==> config.mk <==
export PLATFORM = sky130hd
export DESIGN_NAME = fp_cmd_scheduler
export DESIGN_NICKNAME = d
export VERILOG_FILES = /design/src/rtl/fp_cmd_scheduler.sv
export SDC_FILE = /design/constraint.sdc
export NUM_CORES = 1
export LEC_CHECK = 0
export ABC_AREA = 1
export CORE_AREA = 2 2 142 200
export DETAILED_ROUTE_END_ITERATION = 8
export DIE_AREA = 0 0 144 202
export PLACE_DENSITY = 0.73
export SYNTH_ARGS = -nofsm -noshare
export SYNTH_HDL_FRONTEND = slang
export SYNTH_SLANG_ARGS = --single-unit
==> constraint.sdc <==
create_clock -name clk -period 8.3 [get_ports clk]
set_clock_uncertainty 0.15 [all_clocks]
set_input_delay 1.245 -clock clk [delete_from_list [all_inputs] [get_ports clk]]
set_output_delay 1.245 -clock clk [all_outputs]
set_load 0.01 [all_outputs]
### M3 wires

(2 px per um)
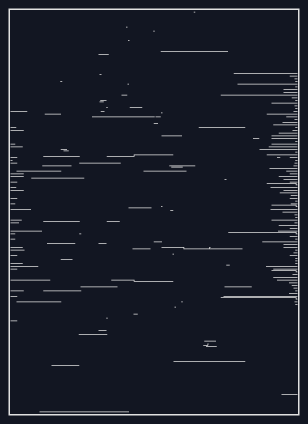
share of all routed wire	5.5%
main direction	horizontal
wire length on this layer	1530 um
longest straight run	44.4 um
nets with wire on the layer	151
GRT met3 Usage: 3.67%
Post-Route WL: 27.9 mm
via count: 8990

### Gate-type map

(1.5 px per um)
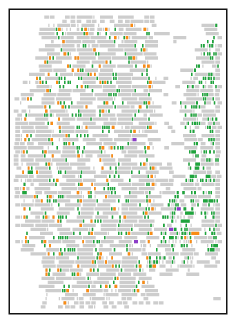
colour	family	cells
green	NAND gates	499
purple	XOR/XNOR gates	4
orange	inverting AOI/OAI gates	140
most used logic cell in the final layout: nand2_1
fin cells: 1807

### Clock wiring as the flow saved it

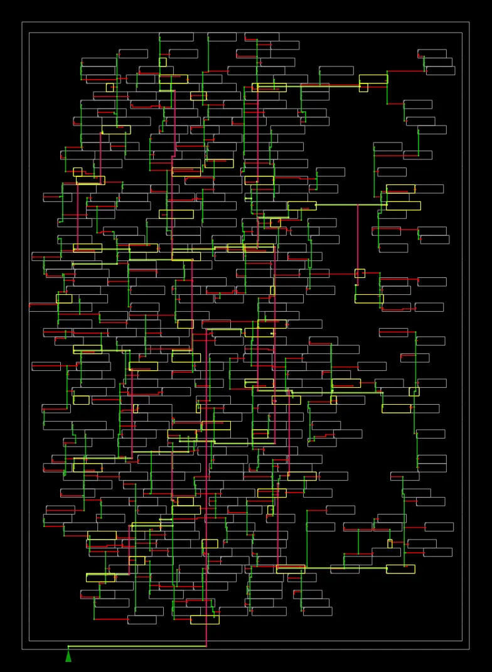
Clock Sinks: 355
clkbuf count: 48

### Routed metal, one colour a layer

(1.5 px per um)
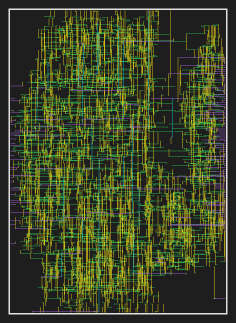
colour	layer	wire length
green	met1	11700 um
cyan	met4	682 um
purple	met3	1530 um
yellow	met2	14100 um
Overall Global Routing Usage: 19.6%
drt wl/cell: 15.5 um

### Routed clock nets over the placement

(2 px per um)
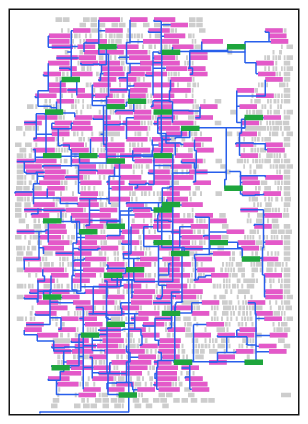
[green] cells driving clock nets | count: 34
[blue] clock wires | length: 3830 um
[magenta] flip-flops | count: 355
routed clock nets	35
clk pwr: 1.58 mW
worst skew pair latency: 510 ps
clock group share of total power: 25.1%

==> flow_metrics.py <==
# Physical implementation metrics
metrics = {
    "run_status": {
        "outcome": "finished, final reports clean",
    },
    "logic_synthesis": {
        "topCellsByArea": "dfrtp_1 41%, edfxtp_1 29%, nand2_1 12%",
        "synthTopCellsByCount": "439 x nand2_1, 223 x dfrtp_1, 132 x edfxtp_1",
        "synth-xor-area-share_pct": 0.260,
        "avgSynthCellArea_sq_um": 10.7,
        "top_area_share_pct": 41.5,
        "ys_cells": 1253,
        "synthMuxAreaShare_pct": 0,
        "edf_count": 132,
        "async_reset_ff_share_pct": 62.8,
        "top_cell": "nand2_1",
        "ys_area_sq_um": 13500,
        "largest_area_cell": "dfrtp_1",
        "ys_sh_simple_pct": 17.9,
        "netlist_area_sq_um": 13500,
        "ys_ff": 355,
        "synthDistinctLibCells": 27,
    },
    "detailed_routing": {
        "drc": 0,
        "drt_iter0_markers": 344,
        "wl_met1_mm": 11.7,
        "highest_layer": "met4",
        "vias_per_cell": 4.98,
        "dr.pass1.iters": 4,
        "routed-wl-met3_mm": 1.53,
    },
    "floorplanning": {
        "io_pins": 176,
        "fp.dieH_um": 202,
        "num_rows": 72,
        "tapCellCount": 370,
        "dieArea_sq_um": 29100,
        "fp-utilization_pct": 49.3,
    },
    "worst_hold_path": {
        "hp-class": "register to register",
        "whs_path_depth": 2,
    },
    "grt": {
        "grt_pass1_vias": 8949,
        "globalRouteMet1Util_pct": 24.7,
        "grt_max_degree": 108,
        "grt_pass1_wl_mm": 45.2,
        "busiest_layer": "met2",
        "antenna_found_initial": 0,
        "gr-total-overflow": 0,
    },
    "cells_and_area": {
        "logic_gate_count": 740,
        "clock_area_share_pct": 7.00,
        "fillers": 2197,
        "dominant_cells": "registers",
        "syn_to_final_growth_pct": 24.1,
        "sh_comb_area_pct": 19.9,
        "buffers_excl_clock": 185,
        "sh_seq_area_pct": 57.2,
        "fin_util_pct": 61.1,
        "combGateArea_sq_um": 3320,
        "flop_area_sq_um": 9550,
    },
    "timing": {
        "fin_ws_ps": 4330,
        "fin_crit_ps": 3970,
        "whs_ps": 314,
        "fmax_ghz": 0.252,
        "slew_headroom_pct": 18.3,
    },
    "critical_path": {
        "worstSetupPathType": "input pin to register",
        "worst_ep_arrival_time_ps": 3820,
        "end_kind": "register",
        "rr_worst_depth": 7,
        "cp_cell_sequence": "clkdlybuf4s50_1 > inv_1 > nor2_1 > nand2_4 > buf_4 > clkinv_1",
    },
    "power_and_ir_drop": {
        "power.density_nw_per_um2": 376,
        "p_comb_mw": 1.90,
        "power.switching_mw": 2.04,
        "leakage_nw": 7.38,
        "power_mw": 6.28,
        "swShare_pct": 32.5,
        "power-top-group": "registers",
        "peakVddDrop_v": 0.000192,
        "seq_power_mw": 2.80,
    },
    "placed_design": {
        "place_area_sq_um": 15500,
        "place_worst_setup_slack_ps": 3760,
        "dp.cells": 1746,
    },
    "clocking": {
        "postCtsHoldBufs": 0,
        "root_buffer": "clkbuf_16",
        "cts_tree": "built",
        "cts_buffers": 34,
        "clk_pin_slew_ps": 60,
        "post_cts_buffers": 0,
        "cts-resized-gates": 0,
    },
    "run": {
        "maxCapViolations": 0,
    },
}
No activity file was given, so power comes from the tool's default toggle rates.
